Fig. 1: run 1, routing congestion map
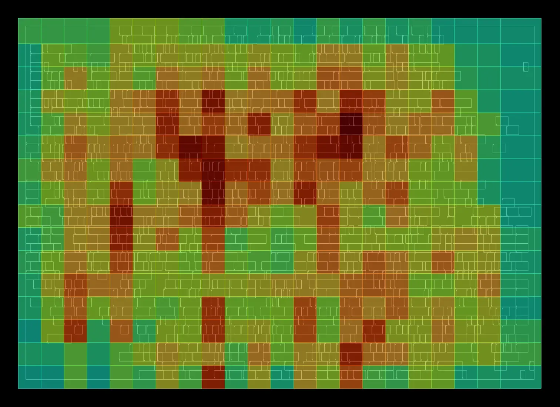
Fig. 2: run 1, zoomed window
Bar = 5 µm. Region (69, 68) to (89, 88) µm. Cells in grey, sequential cells in the stronger grey; small squares are vias.
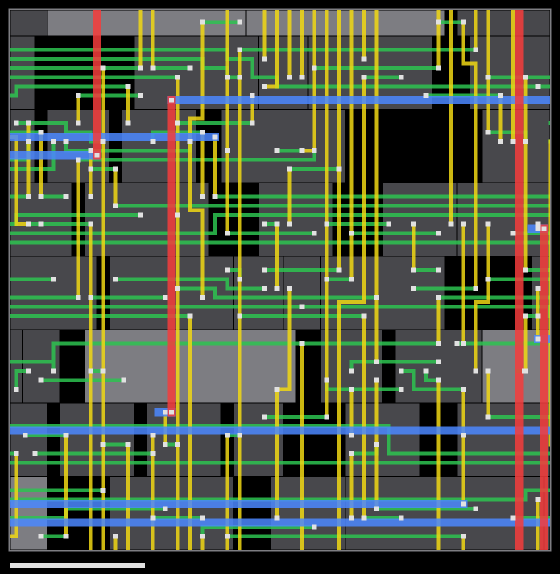
Fig. 3: run 1, signal wires by layer
Bar = 50 µm.
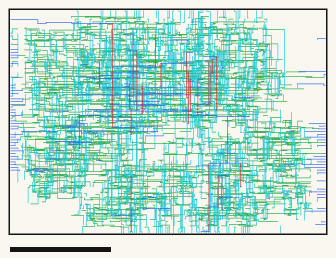
[config.mk]
export PLATFORM = sky130hd
export DESIGN_NAME = mul_border_par_flat
export DESIGN_NICKNAME = d
export VERILOG_FILES = /design/src/rtl/mul_border_par_pkg.sv /design/src/rtl/mul_border_par_if.sv /design/src/rtl/mul_border_par_sobol_dim1.sv /design/src/rtl/mul_border_par.sv /design/src/flat_wrapper.sv
export SDC_FILE = /design/constraint.sdc
export NUM_CORES = 1
export LEC_CHECK = 0
export CORE_ASPECT_RATIO = 0.7
export CORE_MARGIN = 2
export CORE_UTILIZATION = 47
export DETAILED_ROUTE_END_ITERATION = 6
export GPL_ROUTABILITY_DRIVEN = 0
export PLACE_DENSITY_LB_ADDON = 0.3
export SLEW_MARGIN = 20
export SYNTH_ARGS = -nofsm -noshare
export SYNTH_HDL_FRONTEND = slang
export SYNTH_SLANG_ARGS = --single-unit
export TNS_END_PERCENT = 1
[constraint.sdc]
create_clock -name clk -period 2.86 [get_ports clk]
set_input_delay 0.429 -clock clk [delete_from_list [all_inputs] [get_ports clk]]
set_output_delay 0.429 -clock clk [all_outputs]
set_load 0.005 [all_outputs]
[src/rtl/mul_border_par_pkg.sv]
// Shared types and helpers for the parametrised unary-temporal border multiplier.
// Holds the FSM state encoding and a width-generic bit-reverse.
package mul_border_pkg;

  typedef enum logic [1:0] {
    IDLE = 2'd0,
    RUN  = 2'd1,
    DONE = 2'd2
  } state_t;

  localparam int BITREV_MAX = 32;
  localparam int BITREV_IW  = $clog2(BITREV_MAX);

  // Reverses the low w bits of v; bits at or above w come back as zero.
  function automatic logic [BITREV_MAX-1:0] bitrev(input logic [BITREV_MAX-1:0] v,
                                                   input int w);
    logic [BITREV_MAX-1:0] r;
    r = '0;
    for (int k = 0; k < BITREV_MAX; k++) begin
      if (k < w) begin
        r[BITREV_IW'(w - 1 - k)] = v[BITREV_IW'(k)];
      end
    end
    return r;
  endfunction

endpackage

[src/rtl/mul_border_par_if.sv]
// Operand/result bundle between a requester and mul_border_par.
// Operands are sign-magnitude; o_cnt carries the M-bit binary product per lane.
interface mul_border_par_if #(
  parameter int WIDTH = 16,
  parameter int LANES = 4
);
  localparam int M = WIDTH - 1;

  logic                          i_start;
  logic                          i_clr;
  logic [WIDTH-1:0]              i_data_i;
  logic [LANES-1:0][WIDTH-1:0]   i_data_w;
  logic                          o_busy;
  logic [LANES-1:0]              o_bit;
  logic [LANES-1:0]              o_sign;
  logic [LANES-1:0][M-1:0]       o_cnt;
  logic                          o_done;

  modport master (
    output i_start, i_clr, i_data_i, i_data_w,
    input  o_busy, o_bit, o_sign, o_cnt, o_done
  );

  modport slave (
    input  i_start, i_clr, i_data_i, i_data_w,
    output o_busy, o_bit, o_sign, o_cnt, o_done
  );

endinterface

[src/rtl/mul_border_par_sobol_dim1.sv]
// Shared low-discrepancy source: a step counter whose bit-reversal is the
// first Sobol dimension (van der Corput, base 2).
module sobol_dim1
  import mul_border_pkg::*;
#(
  parameter int M = 15
) (
  input  logic         clk,
  input  logic         rst,
  input  logic         clr,
  input  logic         enable,
  output logic [M-1:0] seq
);

  logic [M-1:0]            r_step;
  logic [BITREV_MAX-1:0]   w_rev;
  logic                    w_rev_unused;

  always_ff @(posedge clk) begin
    if (rst) begin
      r_step <= '0;
    end else if (clr) begin
      r_step <= '0;
    end else if (enable) begin
      r_step <= r_step + M'(1);
    end
  end

  assign w_rev        = bitrev(BITREV_MAX'(r_step), M);
  assign seq          = w_rev[M-1:0];
  // Upper bits are always zero; folded here only so nothing is left dangling.
  assign w_rev_unused = ^w_rev[BITREV_MAX-1:M];

endmodule

[src/rtl/mul_border_par.sv]
// Multi-lane unary-temporal multiplier: one input run of n ones shared by LANES weights.
// Optional sign handling is enabled by defining MUL_BORDER_SIGNED_EN.
module mul_border_par
  import mul_border_pkg::*;
#(
  parameter int WIDTH = 16,
  parameter int LANES = 4
) (
  input logic             clk,
  input logic             rst,
  mul_border_par_if.slave bus
);

  localparam int M = WIDTH - 1;

  state_t            r_state;
  state_t            w_state_next;
  logic [M-1:0]      r_dcnt;
  logic [M-1:0]      w_nmag;
  logic [M-1:0]      w_seq;
  logic [LANES-1:0]  w_bit;
  logic [LANES-1:0]  w_wsign;
  logic              w_accept;
  logic              w_run;

  assign w_nmag   = bus.i_data_i[M-1:0];
  assign w_run    = (r_state == RUN);
  // Abort wins over a simultaneous start.
  assign w_accept = (r_state == IDLE) && bus.i_start && !bus.i_clr;

  always_ff @(posedge clk) begin
    if (rst) begin
      r_state <= IDLE;
    end else begin
      r_state <= w_state_next;
    end
  end

  always_comb begin
    w_state_next = r_state;
    case (r_state)
      IDLE:    if (bus.i_start) w_state_next = (w_nmag == '0) ? DONE : RUN;
      RUN:     if (r_dcnt == M'(1)) w_state_next = DONE;
      DONE:    w_state_next = IDLE;
      default: w_state_next = IDLE;
    endcase
    if (bus.i_clr) begin
      w_state_next = IDLE;
    end
  end

  always_ff @(posedge clk) begin
    if (rst) begin
      r_dcnt <= '0;
    end else if (bus.i_clr) begin
      r_dcnt <= '0;
    end else if (w_accept) begin
      r_dcnt <= w_nmag;
    end else if (w_run) begin
      r_dcnt <= r_dcnt - M'(1);
    end
  end

  sobol_dim1 #(
    .M(M)
  ) u_sobol (
    .clk    (clk),
    .rst    (rst),
    .clr    (w_accept | bus.i_clr),
    .enable (w_run),
    .seq    (w_seq)
  );

  genvar gi;
  generate
    for (gi = 0; gi < LANES; gi++) begin : gen_lane
      logic [M-1:0] r_wmag;
      logic [M-1:0] r_cnt;

      assign w_wsign[gi] = bus.i_data_w[gi][WIDTH-1];
      assign w_bit[gi]   = w_run && (r_wmag > w_seq);

      always_ff @(posedge clk) begin
        if (rst) begin
          r_wmag <= '0;
          r_cnt  <= '0;
        end else if (w_accept) begin
          r_wmag <= bus.i_data_w[gi][M-1:0];
          r_cnt  <= '0;
        end else if (w_run && !bus.i_clr) begin
          r_cnt  <= r_cnt + M'(w_bit[gi]);
        end
      end

      assign bus.o_cnt[gi] = r_cnt;

`ifdef MUL_BORDER_SIGNED_EN
      logic r_sign;
      // A zero operand gives +0 regardless of the stored sign bits.
      always_ff @(posedge clk) begin
        if (rst) begin
          r_sign <= 1'b0;
        end else if (w_accept) begin
          r_sign <= (bus.i_data_i[WIDTH-1] ^ w_wsign[gi]) && (w_nmag != '0)
                    && (bus.i_data_w[gi][M-1:0] != '0);
        end
      end
      assign bus.o_sign[gi] = r_sign;
`else
      assign bus.o_sign[gi] = 1'b0;
`endif
    end
  endgenerate

`ifndef MUL_BORDER_SIGNED_EN
  logic w_unused_sign;
  assign w_unused_sign = bus.i_data_i[WIDTH-1] ^ (^w_wsign);
`endif

  assign bus.o_bit  = w_bit;
  assign bus.o_busy = (r_state != IDLE);
  assign bus.o_done = (r_state == DONE);

endmodule
[src/flat_wrapper.sv]
// flat-port wrapper written by rule: the top's interface ports become plain ports
module mul_border_par_flat import mul_border_pkg::*;
#(
  parameter int WIDTH = 16,
  parameter int LANES = 4
)
  (clk, rst, bus_i_start, bus_i_clr, bus_i_data_i, bus_i_data_w, bus_o_busy, bus_o_bit, bus_o_sign, bus_o_cnt, bus_o_done);
  mul_border_par_if #(.WIDTH(WIDTH), .LANES(LANES)) bus_i ();
  input logic clk;
  input logic rst;
  input wire logic [$bits(bus_i.i_start)-1:0] bus_i_start;
  input wire logic [$bits(bus_i.i_clr)-1:0] bus_i_clr;
  input wire logic [$bits(bus_i.i_data_i)-1:0] bus_i_data_i;
  input wire logic [$bits(bus_i.i_data_w)-1:0] bus_i_data_w;
  output wire logic [$bits(bus_i.o_busy)-1:0] bus_o_busy;
  output wire logic [$bits(bus_i.o_bit)-1:0] bus_o_bit;
  output wire logic [$bits(bus_i.o_sign)-1:0] bus_o_sign;
  output wire logic [$bits(bus_i.o_cnt)-1:0] bus_o_cnt;
  output wire logic [$bits(bus_i.o_done)-1:0] bus_o_done;
  assign bus_i.i_start = bus_i_start;
  assign bus_i.i_clr = bus_i_clr;
  assign bus_i.i_data_i = bus_i_data_i;
  assign bus_i.i_data_w = bus_i_data_w;
  assign bus_o_busy = bus_i.o_busy;
  assign bus_o_bit = bus_i.o_bit;
  assign bus_o_sign = bus_i.o_sign;
  assign bus_o_cnt = bus_i.o_cnt;
  assign bus_o_done = bus_i.o_done;
  mul_border_par #(.WIDTH(WIDTH), .LANES(LANES)) u_core (.clk(clk), .rst(rst), .bus(bus_i));
endmodule
==> results.yml, run 1 <==
# generated from flow reports
die:
  coreArea_mm2: 0.0162
  fp-utilization_pct: 47.6
  num_rows: 39
place:
  post-dp-hpwl_mm: 15.2
setup_path:
  worst_setup_path_end_kind: "register"
  crit_path_frequent_cell: "buf_6"
  crit_fanout: 7
  crit_type: "register to register"
  critPathLaunchType: "register"
  max_stage_delay_ps: 390
  critPathArrivalTime_ps: 3400
synthesis:
  ys_sh_aoi_pct: 16.2
  fa_ha_area_share_pct: 11.7
  yosys_area_mm2: 0.00771
  synthCells: 944
  synth_async_sr_flop_share_pct: 0
  ys_sh_simple_pct: 24.6
outcome:
  violations: "setup timing"
  status: "complete, but fails checks"
detailed_routing:
  drt-vias-per-instance: 5.50
  detail-route-antenna-nets: 0
  drc: 0
final_timing:
  fin_crit_sh_pct: 107
  tns_ps: -2700
  fin_skew_ps: 15.4
  setup_ws_ps: -194
  setup_violations: 29
  slew_headroom_pct: 57.7
layout:
  lay_top_cells: "180 x nand2_1, 145 x dfxtp_1, 139 x clkdlybuf4s50_1, 121 x a21oi_1, 74 x buf_4"
  drive_above_1_share_pct: 18.8
  area_growth_pct: 43.8
  nets: 1310
  lay_top_count: "nand2_1"
  n_antenna_cell: 0
power:
  maxPowerGroup: "registers"
  pg_comb_mw: 0.678
  finalPower_mw: 5.09
  p_sw_mw: 1.36
  comb_power_share_pct: 13.3
  intPower_mw: 3.72
min_path:
  hp-class: "register to register"
grt:
  grt_max_degree: 65
clock_tree:
  cts_tree: "done"
  cts_root_buf: "clkbuf_16"
Back to the opening pictures, Fig. 1:
fin util: 68.5%
GR Layer Usage met2: 37.7%
global route hottest layer: met2

Back to the opening pictures, Fig. 2:
legend:
  blue:
    layer: met3
  yellow:
    layer: met2
  green:
    layer: met1
  red:
    layer: met4
sequential cells in the window: 1
cells with their middle in the window: 31
netlist names of flops here include: u_core.u_sobol.r_step (1)
most frequent: ha_1 (8), buf_4 (4)

Back to the opening pictures, Fig. 3:
legend:
  red:
    layer: met4
    wire_length: 489 µm
  blue:
    layer: met3
    wire_length: 1200 µm
  green:
    layer: met1
    wire_length: 10500 µm
  cyan:
    layer: met2
    wire_length: 9870 µm
Total GRT Usage: 24.8%
wirelength, routed: 22.1 mm
vias: 7653
Routed wire per std cell: 15.9 µm

-- run 1: Yosys cell counts, types with 4 or more instances --
library cell,n
or4_1,6
nor2_1,45
nor4_1,6
or2_2,11
ha_1,72
o22ai_1,4
a21oi_1,123
o211ai_1,4
xnor2_1,19
o21ai_0,37
nand4_1,32
xor2_1,13
dfxtp_1,152
nand3_1,27
a211oi_1,8
or3_1,30
buf_4,4
and4_1,7
o41ai_1,4
a2111oi_0,4
nor3_1,10
buf_2,9
nand3b_1,5
nand2_1,180
clkbuf_1,31
nand2b_1,4
o311ai_0,4
a31oi_1,9
and3_1,5
a21o_1,8
inv_1,34
and2_1,4
-- run 1: logic make-up after synthesis --
group	after synthesis
and+or+nand+nor	389
xor gates and xnor gates	32
other	1
adders and majority gates	72
muxes	1
DFF	152
buffers and inverters	79
AOI/OAI and AO/OA	218
-- run 1: final cells by class --
class / instances / share of cell area, %
Clock buffer: 18 / 3.87
Clock inverter: 14 / 1.25
Inverter: 34 / 1.15
Multi-Input combinational cell: 716 / 43.9
Sequential cell: 152 / 27.5
Tap cell: 225 / 2.54
Timing Repair Buffer: 233 / 19.8
-- run 1: state kept, by name, summed over array words and instances, names as in the netlist --
name	count
u_core.u_sobol.r_step	15
u_core.gen_lane.r_wmag	60
u_core.r_dcnt	15
u_core.gen_lane.r_cnt	60
u_core.r_state	2
-- run 1: what timing repair did --
action                                  in CTS  in global routing
resized                                     85                 29
endpoints found under the setup margin      51                 44
setup buffers                               10                  8
pin swaps                                   46                 23
hold buffers                                 0                  0
hold endpoints to repair                     0                  0
-- run 1: through the flow --
| step | worst slack, ps | hold WS (ps) | area, µm² | util, % | instances |
|---|---|---|---|---|---|
| 6_report | -194 | 456 | 11100 | 68.5 | 1392 |
| 4_1_cts | -103 | 456 | 10900 | 67.3 | 1384 |
| 3_5_place_dp | -396 | 448 | 9840 | 60.8 | 1342 |
| 2_1_floorplan | 3.56 | 436 | 7750 | - | 947 |
| 5_1_grt | -319 | 474 | 11100 | 68.5 | 1392 |
| 3_3_place_gp | -364 | 446 | 9840 | 60.8 | 1342 |
-- run 1: metal layers --
layer / vias to the layer above / share of wire, % / GRT usage [%]
li1: 3775 / - / -
met1: 3589 / 48 / 35.8
met2: 238 / 45 / 37.7
met3: 51 / 5.4 / 4.34
met4: 0 / 2.2 / 7.58
met5: - / 0 / 0
-- run 1: path summary, 6_finish.rpt --
kind                            slack [ps]                                      start  depth (start not counted)                                         to
worst max-delay path                  -190      u_core.u_sobol.r_step[6]$_SDFFE_PP0P_                         15  u_core.gen_lane[1].r_cnt[11]$_SDFFE_PP0P_
worst min register to register         460  u_core.gen_lane[0].r_wmag[0]$_SDFFE_PP0P_                          2  u_core.gen_lane[0].r_wmag[0]$_SDFFE_PP0P_
worst max register to register        -190      u_core.u_sobol.r_step[6]$_SDFFE_PP0P_                         15  u_core.gen_lane[1].r_cnt[11]$_SDFFE_PP0P_
worst min-delay path                   460  u_core.gen_lane[0].r_wmag[0]$_SDFFE_PP0P_                          2  u_core.gen_lane[0].r_wmag[0]$_SDFFE_PP0P_
--- run 2 (diff from run 1) ---
--- a/config.mk
+++ b/config.mk
@@ -5,12 +5,15 @@
 export SDC_FILE = /design/constraint.sdc
 export NUM_CORES = 1
 export LEC_CHECK = 0
+export CELL_PAD_IN_SITES_DETAIL_PLACEMENT = 2
+export CELL_PAD_IN_SITES_GLOBAL_PLACEMENT = 2
 export CORE_ASPECT_RATIO = 0.7
 export CORE_MARGIN = 2
-export CORE_UTILIZATION = 47
+export CORE_UTILIZATION = 27
 export DETAILED_ROUTE_END_ITERATION = 6
 export GPL_ROUTABILITY_DRIVEN = 0
 export PLACE_DENSITY_LB_ADDON = 0.3
+export SETUP_SLACK_MARGIN = 0.2
 export SLEW_MARGIN = 20
 export SYNTH_ARGS = -nofsm -noshare
 export SYNTH_HDL_FRONTEND = slang
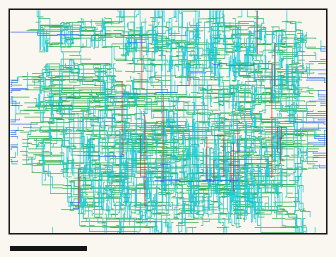
Fig. 4. Signal wires by layer (run 2).
Bar = 50 µm.
legend:
  blue:
    layer: met3
    wire_length: 888 µm
  red:
    layer: met4
    wire_length: 596 µm
  green:
    layer: met1
    wire_length: 14900 µm
  cyan:
    layer: met2
    wire_length: 14600 µm

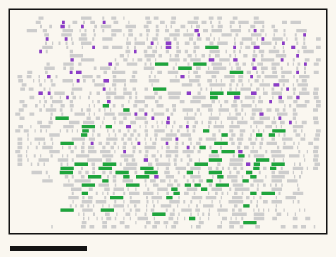
Fig. 5. Selected gate families (run 2).
Bar = 50 µm.
legend:
  purple:
    family: AND and OR gates
    cells: 71
    most_used: or3_1
  green:
    family: adder and majority cells
    cells: 72
    most_used: ha_4

==> run 2 against run 1 <==
Net effect:
- the run still ends with setup timing left
- global-route usage shrank 4.2 points
- count of clock-buffer cells in the layout grew 3
- first-iteration DRC count decreased by 48%
- synthesized area unchanged
- routed wire length increased by 40%
- flip-flop count did not move
- cell count increased by 12%
- sequential power about the same
- register-to-register slack better by 20 ps
- synthesized cell count unchanged
- critical endpoint is now bus_o_bit[2]
==> results.yml, run 2 <==
# generated from flow reports
detailed_routing:
  wl_per_cell_um: 20.0
  drc: 0
  drt-vias-per-instance: 5.07
  totalWireLength_mm: 31.0
  detail-route-antenna-nets: 0
  vias: 7870
layout:
  lay_top_cells: "178 x nand2_1, 139 x clkdlybuf4s50_1, 139 x dfxtp_1, 116 x a21oi_1, 78 x buf_4"
  drive_above_1_share_pct: 23.9
  n_antenna_cell: 0
  area_growth_pct: 54.0
  top_regs: "u_core.gen_lane.r_cnt (60), u_core.gen_lane.r_wmag (60)"
  nets: 1325
  lay_top_count: "nand2_1"
  final_cell_area_mm2: 0.0119
die:
  fp-utilization_pct: 27.6
  num_rows: 51
  coreArea_mm2: 0.0279
min_path:
  hp-class: "register to register"
power:
  finalPower_mw: 5.28
  p_leak_nw: 4.19
synthesis:
  most_common_cell: "nand2_1"
  synthCells: 944
  yosys_area_mm2: 0.00771
  top_cells_by_count: "180 x nand2_1, 152 x dfxtp_1, 123 x a21oi_1"
  synth_async_sr_flop_share_pct: 0
grt:
  grt_usage_pct: 20.6
clock_tree:
  cts_root_buf: "clkbuf_16"
  cts.path.max_buffers: 2
  ctsHoldBuffers: 0
  cts_tree: "done"
outcome:
  status: "complete, but fails checks"
  violations: "setup timing"
setup_path:
  crit_path_frequent_cell: "buf_4"
  crit_type: "register to output port"
  critPathArrivalTime_ps: 2610
  r2r_setup_slack_ps: -170
  crit_fanout: 5
  critPathLaunchType: "register"
  worst_setup_path_end_kind: "output port"
  max_stage_delay_ps: 410
place:
  post-dp-hpwl_mm: 21.3
final_timing:
  fin_crit_sh_pct: 106
  setup_ws_ps: -177
  fin_skew_ps: 10.9
  setup_violations: 34
  fin_crit_ps: 3040
  tns_ps: -2760
  slew_headroom_pct: 60.6
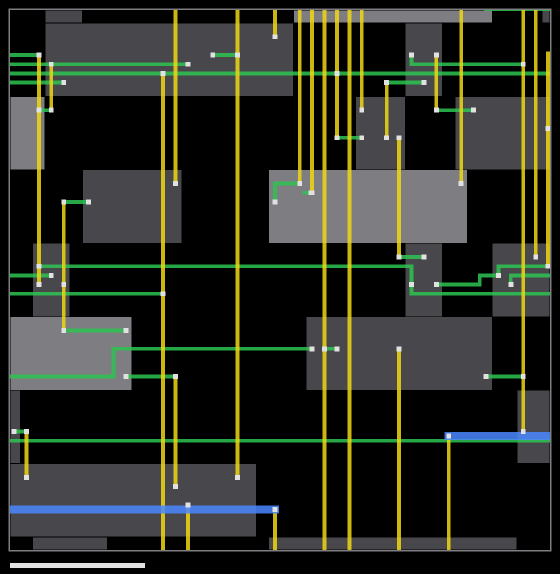
Fig. 6. Zoomed window (run 2).
Bar = 5 µm. Region (93, 92) to (113, 112) µm. Cells in grey, sequential cells in the stronger grey; small squares are vias.
legend:
  green:
    layer: met1
  blue:
    layer: met3
  yellow:
    layer: met2
cells with their middle in the window: 11
most frequent: nand2_1 (3), ha_4 (2), dfxtp_1 (2)
sequential cells in the window: 2
netlist names of flops here include: u_core.gen_lane.r_cnt (2)

-- run 2: cell type report --
class                   instances  area (µm²)  share of cell area [%]
clock buffers                  21         460                    3.88
clock inverters                11         121                    1.02
inverters                      34         163                    1.37
multi-input cells             716        5230                    44.0
flip-flops and latches        152        3060                    25.8
well taps                     371         464                    3.91
repair buffers                248        2370                    20.0
-- run 2: timing repair --
action	in CTS	in global routing
pin swaps	75	19
resized	147	21
setup endpoints to repair	55	57
setup buffers	16	7
-- run 2: metal layers --
layer	vias up	global-route usage, %	part of all wire [%]
met5	-	0	0
met4	0	5.46	1.9
met3	45	3.38	2.9
met2	130	33.5	47
met1	3893	28.3	48
li1	3802	-	-
-- run 2: where the power goes --
part | internal (mW) | switching [mW]
Sequential | 2.17 | 0.0464
Combinational | 0.378 | 0.394
Clock | 1.33 | 0.963
Total | 3.87 | 1.40
-- run 2: worst reg2reg max path: stages (launching register included) --
cell and delay [ps]:
dfxtp_2 350, inv_4 60, ha_1 310, nand4_1 180, a211oi_2 340, a2111oi_4 110
o22ai_4 250, ha_4 200, buf_4 100, nand2_1 70, or4_4 470, or3_4 390
a21oi_1 140
-- run 2: final timing paths --
| check | start | to | cells past startpoint |
|---|---|---|---|
| hold / removal | u_core.gen_lane[1].r_wmag[0]$_SDFFE_PP0P_ | u_core.gen_lane[1].r_wmag[0]$_SDFFE_PP0P_ | 2 |
| hold reg to reg | u_core.gen_lane[1].r_wmag[0]$_SDFFE_PP0P_ | u_core.gen_lane[1].r_wmag[0]$_SDFFE_PP0P_ | 2 |
| setup reg to reg | u_core.u_sobol.r_step[5]$_SDFFE_PP0P_ | u_core.gen_lane[0].r_cnt[13]$_SDFFE_PP0P_ | 12 |
| setup / recovery | u_core.u_sobol.r_step[6]$_SDFFE_PP0P_ | bus_o_bit[2] | 10 |
-- run 2: metrics by stage --
stage | setup slack [ps] | std cells | hold slack, ps | util, %
2_1_floorplan | 152 | 947 | 436 | -
3_3_place_gp | -126 | 1498 | 446 | 36.5
3_5_place_dp | -229 | 1498 | 451 | 36.5
4_1_cts | -112 | 1546 | 465 | 41.9
5_1_grt | -269 | 1553 | 488 | 42.5
6_report | -177 | 1553 | 463 | 42.5
-- run 2: logic make-up after synthesis --
family                     after synthesis  share of synthesized area, %
and+or+nand+nor                        389                          24.6
AOI/OAI and AO/OA                      218                          16.2
DFF                                    152                          39.5
buffers and inverters                   79                          4.19
adders and majority gates               72                          11.7
xor gates and xnor gates                32                          3.63
other                                    1                        0.0486
muxes                                    1                         0.146
Power and IR drop assume default switching activity.
